==> config.mk <==
export PLATFORM = sky130hd
export DESIGN_NAME = cmd_issuer
export DESIGN_NICKNAME = d
export VERILOG_FILES = /design/src/rtl/cmd_issuer.sv
export SDC_FILE = /design/constraint.sdc
export NUM_CORES = 1
export LEC_CHECK = 0
export CAP_MARGIN = 25
export CORE_MARGIN = 3
export CORE_UTILIZATION = 53
export DETAILED_ROUTE_END_ITERATION = 12
export GPL_TIMING_DRIVEN = 0
export PLACE_DENSITY = 0.73
export SLEW_MARGIN = 0
export SYNTH_ARGS = -nofsm -noshare
export SYNTH_HDL_FRONTEND = slang
export SYNTH_SLANG_ARGS = --single-unit
==> constraint.sdc <==
create_clock -name clk_i -period 2.2 [get_ports clk_i]
set_clock_uncertainty 0.1 [all_clocks]
set_input_delay 0.44 -clock clk_i [delete_from_list [all_inputs] [get_ports clk_i]]
set_output_delay 0.44 -clock clk_i [all_outputs]
set_load 0.02 [all_outputs]
==> src/rtl/cmd_issuer.sv <==
// cmd_issuer: assembles little-endian 32-bit command words from a host byte
// stream, buffers them in a small FIFO and replays each word to the graphics
// pipeline as a one-cycle o_cmd_clk strobe with o_cmd_data held stable around it.
// Optional feature: define CMD_ISSUER_BLANK_ONLY_EN to issue commands only
// while i_blank is high (commands queue during active video).
module cmd_issuer #(
   parameter int FIFO_DEPTH = 4,
   parameter int LVL_W      = $clog2(FIFO_DEPTH) + 1
) (
   input  logic             clk_i,
   input  logic             rstn_i,
   input  logic             i_byte_valid,
   input  logic             i_byte_sof,
   input  logic [7:0]       i_byte_data,
   output logic             o_byte_ready,
   input  logic             i_blank,
   output logic             o_cmd_clk,
   output logic [31:0]      o_cmd_data,
   output logic [LVL_W-1:0] o_level
);

   localparam int PTR_W = $clog2(FIFO_DEPTH);

   typedef enum logic [1:0] {
      ST_IDLE,
      ST_SETUP,
      ST_STROBE,
      ST_HOLD
   } state_t;

   logic [1:0]       r_byte_cnt;
   logic [23:0]      r_asm;
   logic [31:0]      r_mem [FIFO_DEPTH];
   logic [PTR_W-1:0] r_wr_ptr;
   logic [PTR_W-1:0] r_rd_ptr;
   logic [LVL_W-1:0] r_level;
   state_t           r_state;
   logic             r_cmd_clk;
   logic [31:0]      r_cmd_data;

   logic             w_full;
   logic             w_empty;
   logic             w_ready;
   logic             w_accept;
   logic             w_push;
   logic             w_pop;
   logic             w_permit;
   logic [31:0]      w_word;

   assign w_full   = (r_level == LVL_W'(FIFO_DEPTH));
   assign w_empty  = (r_level == '0);
   // The last byte of a word is held off while the FIFO is full, so a push
   // can never overflow.
   assign w_ready  = (r_byte_cnt != 2'd3) || !w_full;
   assign w_accept = i_byte_valid && w_ready;
   assign w_push   = w_accept && !i_byte_sof && (r_byte_cnt == 2'd3);
   assign w_word   = {i_byte_data, r_asm};

`ifdef CMD_ISSUER_BLANK_ONLY_EN
   assign w_permit = i_blank;
`else
   logic w_unused_blank;
   assign w_unused_blank = i_blank;
   assign w_permit       = 1'b1;
`endif

   assign w_pop = (r_state == ST_IDLE) && !w_empty && w_permit;

   // Byte assembler: sof always restarts the word at byte 0.
   // NOTE: sequential state uses non-blocking (<=) so every register samples
   // pre-edge values and simulation matches the synthesized flops.
   always_ff @(posedge clk_i or negedge rstn_i) begin
      if (!rstn_i) begin
         r_byte_cnt <= 2'd0;
         r_asm      <= '0;
      end else if (w_accept) begin
         if (i_byte_sof) begin
            r_asm[7:0] <= i_byte_data;
            r_byte_cnt <= 2'd1;
         end else begin
            case (r_byte_cnt)
               2'd0:    r_asm[7:0]   <= i_byte_data;
               2'd1:    r_asm[15:8]  <= i_byte_data;
               2'd2:    r_asm[23:16] <= i_byte_data;
               default: ;  // byte 3 goes straight into the FIFO
            endcase
            r_byte_cnt <= r_byte_cnt + 2'd1;
         end
      end
   end

   // FIFO storage write port.
   // NOTE: the storage array is deliberately not reset; only the pointers and
   // level are, which makes stale contents unreachable and keeps it a plain RAM.
   always_ff @(posedge clk_i) begin
      if (w_push) begin
         r_mem[r_wr_ptr] <= w_word;
      end
   end

   // FIFO pointers and occupancy; simultaneous push and pop leave level unchanged.
   always_ff @(posedge clk_i or negedge rstn_i) begin
      if (!rstn_i) begin
         r_wr_ptr <= '0;
         r_rd_ptr <= '0;
         r_level  <= '0;
      end else begin
         if (w_push) r_wr_ptr <= r_wr_ptr + 1'b1;
         if (w_pop)  r_rd_ptr <= r_rd_ptr + 1'b1;
         case ({w_push, w_pop})
            2'b10:   r_level <= r_level + LVL_W'(1);
            2'b01:   r_level <= r_level - LVL_W'(1);
            default: ;
         endcase
      end
   end

   // Issue FSM: pop in IDLE, then SETUP / STROBE / HOLD with registered outputs.
   always_ff @(posedge clk_i or negedge rstn_i) begin
      if (!rstn_i) begin
         r_state    <= ST_IDLE;
         r_cmd_clk  <= 1'b0;
         r_cmd_data <= '0;
      end else begin
         case (r_state)
            ST_IDLE: begin
               r_cmd_clk <= 1'b0;
               if (w_pop) begin
                  r_cmd_data <= r_mem[r_rd_ptr];
                  r_state    <= ST_SETUP;
               end
            end
            ST_SETUP: begin
               r_cmd_clk <= 1'b1;
               r_state   <= ST_STROBE;
            end
            ST_STROBE: begin
               r_cmd_clk <= 1'b0;
               r_state   <= ST_HOLD;
            end
            default: begin
               r_cmd_clk <= 1'b0;
               r_state   <= ST_IDLE;
            end
         endcase
      end
   end

   assign o_byte_ready = w_ready;
   assign o_cmd_clk    = r_cmd_clk;
   assign o_cmd_data   = r_cmd_data;
   assign o_level      = r_level;

endmodule

**Drive-strength map**

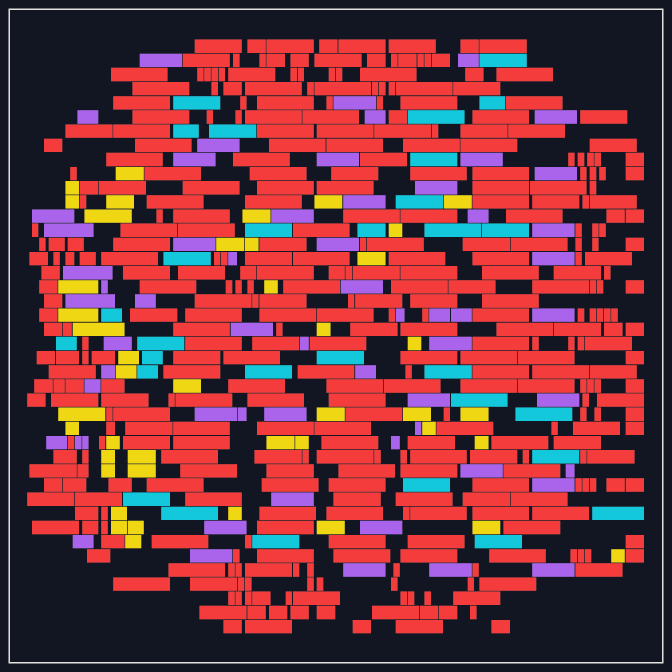
- drive 3 to 4: yellow (cells 43; share 8.3%; most used mux2_4)
- drive 1 or less: red (cells 383; share 74%; most used edfxtp_1)
- drive 6 and up: cyan (cells 30; share 5.8%; most used clkbuf_16)
- drive 2: purple (cells 59; share 11%; most used mux4_2)

**Selected gate families**

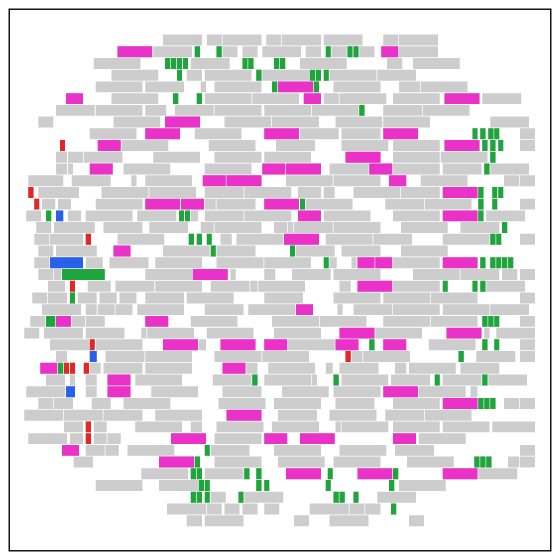
- inverters: red (cells 12)
- inverting AOI/OAI gates: blue (cells 4; where left middle)
- NAND gates: green (cells 102)
- multiplexers: magenta (cells 59)

**Routed metal, one color a layer**

Two of the layers only.
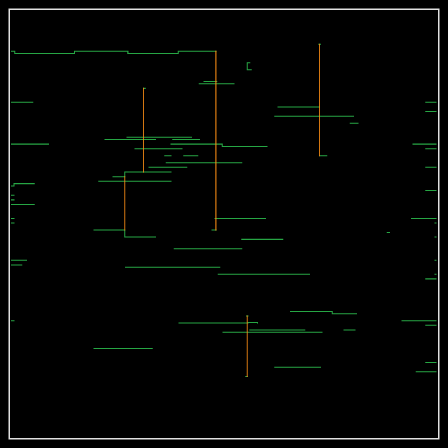
- met4: orange (wire length 143 µm)
- met3: green (wire length 624 µm)

==> impl_metrics.ini <==
; synthesis and place-and-route metrics
[clocking]
cts-root-buf = clkbuf_16

[synthesis]
largest_area_cell = edfxtp_1
synth_seq_share_pct = 73.5
synthTopCellsByArea = edfxtp_1 (51%), dfrtp_1 (23%), mux4_2 (9.6%), nand2_1 (5.0%), mux2_4 (3.2%)
synthAdderAreaFrac_pct = 2.26

[floorplan]
die_w_um = 125
fp.dieH_um = 125

[status]
status = complete, no violations

[pwr]
total_power_uw = 12800
p_clk_uw = 3330

[cells_and_area]
final_area_um2 = 9070
fin_nets = 528
diodes = 0

[place]
post-place-ws_ps = -667
dp.cells = 647

[grt]
grt_max_degree = 49
overflow = 0
grt_pass1_vias = 3897

[final_timing]
fmax_ghz = 0.468

[setup_path]
r2r_cells = 11
critPathArrivalTime_ps = 1600

[worst_hold_path]
hold_path.class = input port to asynchronous set/reset pin
==> layer usage <==
layer	up-vias	track usage (%)
met5	-	0
met4	0	5.74
met3	11	5.12
met2	97	29.4
met1	1899	25.0
li1	1701	-
==> cell type report <==
| class | instances | area (µm²) |
|---|---|---|
| Tap cell | 176 | 220 |
| Multi-Input combinational cell | 197 | 1900 |
| Inverter | 12 | 45.0 |
| Timing Repair Buffer | 61 | 602 |
| Fill cell | 888 | 4480 |
| Clock buffer | 22 | 464 |
| Clock inverter | 10 | 179 |
| Buffer | 17 | 114 |
| Sequential cell | 196 | 5550 |
==> sequential cells by signal, indices dropped and copies added (netlist names) <==
register,count
r_state,2
o_cmd_clk,1
r_mem,128
r_rd_ptr,2
o_level,3
o_cmd_data,32
r_wr_ptr,2
r_byte_cnt,2
r_asm,24
